gate_families.png
Drawn at 4 px/um.
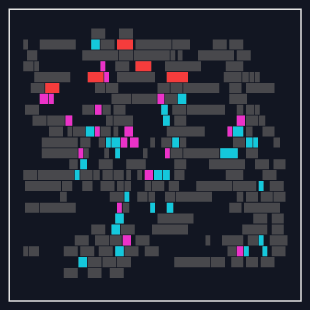
registers.png
Drawn at 4 px/um. Other sequential cells in the stronger gray, the rest of the logic in the fainter gray.
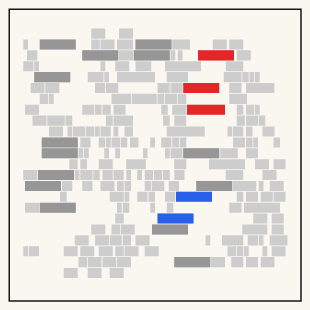
zoom.png
Region (24, 9) to (49, 34) um. Cells in gray, sequential cells in the stronger gray; small squares are vias.
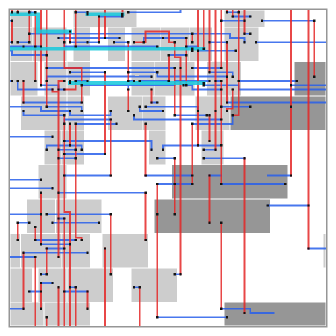
pins.png
Drawn at 6 px/um. Pins as bars across the die edge, other pins in gray.
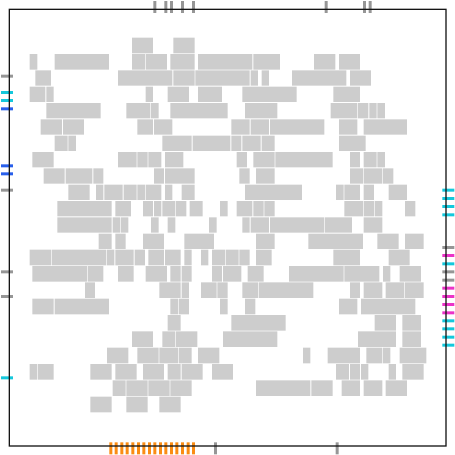
final_congestion.png
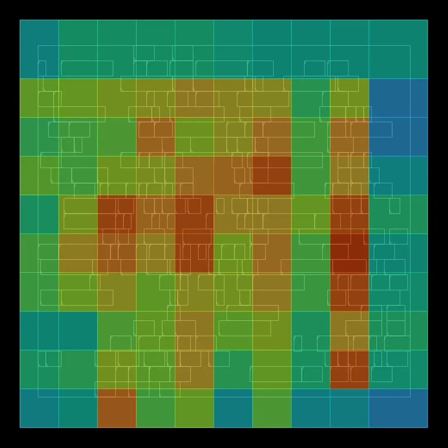
<file path="src/rtl/oflow_registration_ctrl_pipe.sv">
// ----------------------------------------------------------------------------
// oflow_registration_ctrl_pipe
//
// Pipelined registration controller. Walks num_of_sets PE sets through the
// score-calc stage and then the score-board stage. Calc of set k+1 runs while
// set k is on the board. On the first frame (frame_num == 0) score calc is
// skipped and the board stage walks the sets directly, issuing a new ID for
// each PE.
//
// Ports
//   clk, reset_N          clock, async active-low reset
//   start_registration    1-cycle start request (ignored while busy)
//   abort                 synchronous abort, beats start and done
//   frame_num             current frame, 0 = first frame
//   num_of_sets           sets to process this frame
//   num_of_pe             PE index inside the set (ID generation)
//   done_score_calc       calc engine finished calc_set
//   start_score_calc      1-cycle pulse, calc_set valid
//   calc_set              set index in the calc stage
//   done_score_board      board engine finished row_sel_by_set
//   start_score_board     1-cycle pulse, row_sel_by_set valid
//   row_sel_by_set        set index in the board stage
//   id_first_frame        new ID on the first frame, 0 otherwise
//   busy                  registration in progress
//   done_registration     1-cycle pulse, all sets registered
//   err_empty             1-cycle pulse, start with num_of_sets == 0
// ----------------------------------------------------------------------------
module oflow_registration_ctrl_pipe #(
    parameter int PE_NUM  = 24,
    parameter int PE_LEN  = 5,
    parameter int SET_LEN = 3,
    parameter int ID_LEN  = 12,
    parameter int FRAME_W = 16
) (
    input  logic               clk,
    input  logic               reset_N,
    input  logic               start_registration,
    input  logic               abort,
    input  logic [FRAME_W-1:0] frame_num,
    input  logic [SET_LEN-1:0] num_of_sets,
    input  logic [PE_LEN-1:0]  num_of_pe,
    input  logic               done_score_calc,
    output logic               start_score_calc,
    output logic [SET_LEN-1:0] calc_set,
    input  logic               done_score_board,
    output logic               start_score_board,
    output logic [SET_LEN-1:0] row_sel_by_set,
    output logic [ID_LEN-1:0]  id_first_frame,
    output logic               busy,
    output logic               done_registration,
    output logic               err_empty
);

    typedef enum logic [1:0] {C_IDLE, C_START, C_WAIT, C_HOLD} calc_st_t;
    typedef enum logic [1:0] {B_IDLE, B_START, B_WAIT} board_st_t;

    calc_st_t           calc_st;
    board_st_t          board_st;
    logic               first_frame;
    logic [SET_LEN-1:0] sets_lat;
    logic [SET_LEN-1:0] last_set;
    logic               board_free;
    logic               calc_ready;
    logic               handoff;

    assign last_set = sets_lat - SET_LEN'(1);

    // Board counts as free if it is idle or finishing in this very cycle,
    // which lets the next set start on the board without a bubble.
    assign board_free = (board_st == B_IDLE) || ((board_st == B_WAIT) && done_score_board);
    assign calc_ready = ((calc_st == C_WAIT) && done_score_calc) || (calc_st == C_HOLD);
    assign handoff    = busy && calc_ready && board_free;

    assign id_first_frame = first_frame
                          ? ID_LEN'(row_sel_by_set) * ID_LEN'(PE_NUM) + ID_LEN'(num_of_pe) + ID_LEN'(1)
                          : '0;

    always_ff @(posedge clk or negedge reset_N) begin
        if (!reset_N) begin
            calc_st           <= C_IDLE;
            board_st          <= B_IDLE;
            first_frame       <= 1'b0;
            sets_lat          <= '0;
            calc_set          <= '0;
            row_sel_by_set    <= '0;
            start_score_calc  <= 1'b0;
            start_score_board <= 1'b0;
            busy              <= 1'b0;
            done_registration <= 1'b0;
            err_empty         <= 1'b0;
        end else begin
            start_score_calc  <= 1'b0;
            start_score_board <= 1'b0;
            done_registration <= 1'b0;
            err_empty         <= 1'b0;

            if (abort) begin
                calc_st        <= C_IDLE;
                board_st       <= B_IDLE;
                busy           <= 1'b0;
                first_frame    <= 1'b0;
                calc_set       <= '0;
                row_sel_by_set <= '0;
            end else if (!busy) begin
                if (start_registration) begin
                    if (num_of_sets == '0) begin
                        err_empty <= 1'b1;
                    end else begin
                        busy           <= 1'b1;
                        sets_lat       <= num_of_sets;
                        first_frame    <= (frame_num == '0);
                        calc_set       <= '0;
                        row_sel_by_set <= '0;
                        if (frame_num == '0) begin
                            board_st          <= B_START;
                            start_score_board <= 1'b1;
                        end else begin
                            calc_st          <= C_START;
                            start_score_calc <= 1'b1;
                        end
                    end
                end
            end else begin
                case (board_st)
                    B_START: board_st <= B_WAIT;
                    B_WAIT: begin
                        if (done_score_board) begin
                            if (row_sel_by_set == last_set) begin
                                done_registration <= 1'b1;
                                busy              <= 1'b0;
                                board_st          <= B_IDLE;
                            end else if (first_frame) begin
                                row_sel_by_set    <= row_sel_by_set + SET_LEN'(1);
                                board_st          <= B_START;
                                start_score_board <= 1'b1;
                            end else begin
                                board_st <= B_IDLE;
                            end
                        end
                    end
                    default: ;
                endcase

                case (calc_st)
                    C_START: calc_st <= C_WAIT;
                    C_WAIT:  if (done_score_calc && !board_free) calc_st <= C_HOLD;
                    default: ;
                endcase

                // Handoff overrides the board decisions above: a board that
                // just finished is restarted on the set leaving calc.
                if (handoff) begin
                    row_sel_by_set    <= calc_set;
                    board_st          <= B_START;
                    start_score_board <= 1'b1;
                    if (calc_set != last_set) begin
                        calc_set         <= calc_set + SET_LEN'(1);
                        calc_st          <= C_START;
                        start_score_calc <= 1'b1;
                    end else begin
                        calc_st <= C_IDLE;
                    end
                end
            end
        end
    end

endmodule
</file>
<file path="config.mk">
export PLATFORM = sky130hd
export DESIGN_NAME = oflow_registration_ctrl_pipe
export DESIGN_NICKNAME = d
export VERILOG_FILES = /design/src/rtl/oflow_registration_ctrl_pipe.sv
export SDC_FILE = /design/constraint.sdc
export NUM_CORES = 1
export LEC_CHECK = 0
export CAP_MARGIN = 0
export CELL_PAD_IN_SITES_DETAIL_PLACEMENT = 0
export CELL_PAD_IN_SITES_GLOBAL_PLACEMENT = 1
export CORE_MARGIN = 3
export CORE_UTILIZATION = 33
export DETAILED_ROUTE_END_ITERATION = 8
export GPL_TIMING_DRIVEN = 0
export PLACE_DENSITY_LB_ADDON = 0.1
export SLEW_MARGIN = 10
export SYNTH_ARGS = -nofsm -noshare
export SYNTH_HDL_FRONTEND = slang
export SYNTH_SLANG_ARGS = --single-unit
</file>
<file path="constraint.sdc">
create_clock -name clk -period 3.5 [get_ports clk]
set_input_delay 1.05 -clock clk [delete_from_list [all_inputs] [get_ports clk]]
set_output_delay 1.05 -clock clk [all_outputs]
set_load 0.01 [all_outputs]
</file>
==> impl_metrics.csv <==
group,metric,value,unit
outcome,outcome,"complete, but fails checks",
outcome,violations,"setup timing",
finish,top_regs,"calc_set: 3 flops, row_sel_by_set: 3 flops, sets_lat: 3 flops",
min_path,min_from,"sets_lat[1]",
power_and_ir_drop,max-vdd-ir-drop,0.000125,V
power_and_ir_drop,p_int,406,uW
floorplanning,fp_util,35.3,%
floorplanning,fp.coreArea,4140,um2
run,drv_cap,0,
finish,final_util,51.1,%
setup_path,arrival,2.46,ns
routing,dr.first_iter.drc_count,36,
global_routing,antenna_found_initial,0,
final_timing,fin_hold_ws,0.512,ns
yosys,top_cells_by_count,"dfrtp_1 (19), a21oi_1 (12), inv_1 (10), nor2_1 (10)",
run,log.warning_count,29,
setup_path,path_max_fanout,3,
setup_path,crit_cells,7,
yosys,synth.most_common_cell,"dfrtp_1",
min_path,holdCritPathClass,"reg -> reg",
yosys,ys_ff,19,
finish,layout_top_cell,"clkdlybuf4s50_1",
yosys,fa_ha_area_share,8.22,%
finish,antenna_cells,0,
final_timing,fin_worst_skew,0.00202,ns
yosys,ys_area,1460,um2
power_and_ir_drop,swShare,29.4,%
final_timing,drv_slew,0,
power_and_ir_drop,total_power,575,uW
yosys,synth_cell_types,49,
final_timing,worstMarginPinSlew,0.834,ns
clocking,cts_tree,"built",
final_timing,max_freq,285,MHz
yosys,synthAoiAreaFrac,21.5,%
power_and_ir_drop,pwr-share-comb,30.0,%
finish,instances_no_fill,262,
yosys,synth_warnings,0,
setup_path,crit_chain,"dlygate4sd2_1, ha_4, a41o_1, a21oi_2, o21ai_0, nor3b_1, buf_2",
clocking,clk_path_buf_depth,2,
place,portBuffers,49,
setup_path,reg2reg_to,"row_sel_by_set[1]",
power_and_ir_drop,power.leakage,0.894,nW
final_timing,setup_viol,1,
place,placed_cells,257,
power_and_ir_drop,pwr-share-seq,43.0,%
setup_path,max_stage_delay,0.26,ns
setup_path,crit_family,"AND-OR/OR-AND gates",
finish,final_area,2120,um2
routing,vias_per_cell,5.49,
yosys,ys_sh_mux,4.02,%
yosys,synth_cells,156,
final_timing,rsz0062_at_grt,"yes",
min_path,hold_end,"sets_lat[1]",
final_timing,finalClockPeriodUsage,100,%
finish,n_fill_cell,393,
routing,dr.pass1.iters,4,
global_routing,grt_start_max_net_pins,20,
power_and_ir_drop,powerDensity,271,nW/um2
clocking,numClockSinks,19,
yosys,synth_area,1460,um2
final_timing,tns,-0.0139,ns
power_and_ir_drop,pwr-share-clk,27.0,%
setup_path,reg2reg_from,"sets_lat[0]",
routing,drc,0,
final_timing,maxSlewHeadroom,44.2,%
yosys,top_cell_area_share,32.5,%
setup_path,rrSetupSlack,1.29,ns
floorplanning,io_pins,53,
min_path,min_path_cells,1,
global_routing,grt_pass1_wl,6530,um
setup_path,rr_worst_depth,6,
finish,most-common-layout-cells,"clkdlybuf4s50_1 (37), dfrtp_1 (18), inv_1 (10), nor2_1 (10), a21oi_1 (9)",
yosys,synthArstFlopShare,100,%
clocking,root_buffer,"clkbuf_8",
clocking,cts_resized,22,
routing,ant_nets,0,
place,hpwl,3170,um
setup_path,crit_required,2.45,ns
setup_path,crit_path_top_delay_cell,"dlygate4sd2_1",
routing,routed_wl,4030,um
clocking,postCtsSetupRepairBufs,1,
yosys,top_area_cell,"dfrtp_1",
setup_path,critPathCaptureType,"output pin",
yosys,postSynthSeqShare,32.5,%
clocking,cts_hold_buf,0,
setup_path,path_class,"in -> out",
routing,vias,1438,
finish,syn2layout_area_growth,44.9,%
routing,wl_per_cell,15.4,um
clocking,insertion_delay,0.25,ns
final_timing,worst_slack,-0.0139,ns
clocking,htree_levels,1,
place,post-place-ws,-0.702,ns
final_timing,finalHoldViolCount,0,
floorplanning,chipArea,5260,um2
clocking,cts_buffers,3,
setup_path,startpoint_type,"primary input",
yosys,logic_family,"AND-OR/OR-AND gates",
Notes on gate_families.png above:
legend:
  cyan:
    family: NOR gates
    cells: 28
    most_used: nor2_1
  red:
    family: multiplexers
    cells: 5
    most_used: mux2_2
  magenta:
    family: NAND gates
    cells: 19
    most_used: nand2_1

Notes on registers.png above:
legend:
  blue:
    name_in_the_netlist: board_st
    sequential_cells: 2
  red:
    name_in_the_netlist: row_sel_by_set
    sequential_cells: 3

Notes on zoom.png above:
legend:
  cyan:
    layer: met3
  red:
    layer: met2
  blue:
    layer: met1
sequential cells in the window: 4
cells with their middle in the window: 38
netlist names of flops here include: board_st (2)
most frequent: clkdlybuf4s50_1 (7), a21oi_1 (4), dfrtp_1 (4)

Notes on pins.png above:
legend:
  cyan:
    port: id_first_frame
    pins: 12
    direction: output
    edge: 9 east, 3 west
  orange:
    port: frame_num
    pins: 16
    direction: input
    edge: south
  magenta:
    port: num_of_pe
    pins: 5
    direction: input
    edge: east
  blue:
    port: calc_set
    pins: 3
    direction: output
    edge: west
all pins by edge: 18 south, 17 east, 10 west, 8 north

Notes on final_congestion.png above:
grt met1 use: 21.7%
GRT Resource Usage Total: 15.6%
met3 global-route usage: 1.94%
met2 usage: 25.6%

## power by group through the flow
stage,sequential (mW),clock (mW),combinational [mW]
6_report,0.247,0.155,0.173
3_5_place_dp,0.251,0,0.170
2_1_floorplan,0.248,0,0.105
4_1_cts,0.247,0.161,0.172
3_3_place_gp,0.250,0,0.168
5_1_grt,0.249,0.168,0.191
## layer usage
metal,routed length (um),global-route usage (%)
met1,1800,21.7
met2,1930,25.6
met3,260,1.94
met4,32,3.89
met5,0,0
## layout make-up
| class | count | area share, % |
|---|---|---|
| well taps | 50 | 2.95 |
| flip-flops and latches | 19 | 22.5 |
| repair buffers | 50 | 22.6 |
| inverters | 11 | 1.95 |
| plain buffers | 5 | 1.42 |
| clock buffers | 4 | 2.13 |
| multi-input cells | 123 | 46.4 |
Power and IR drop assume default switching activity.
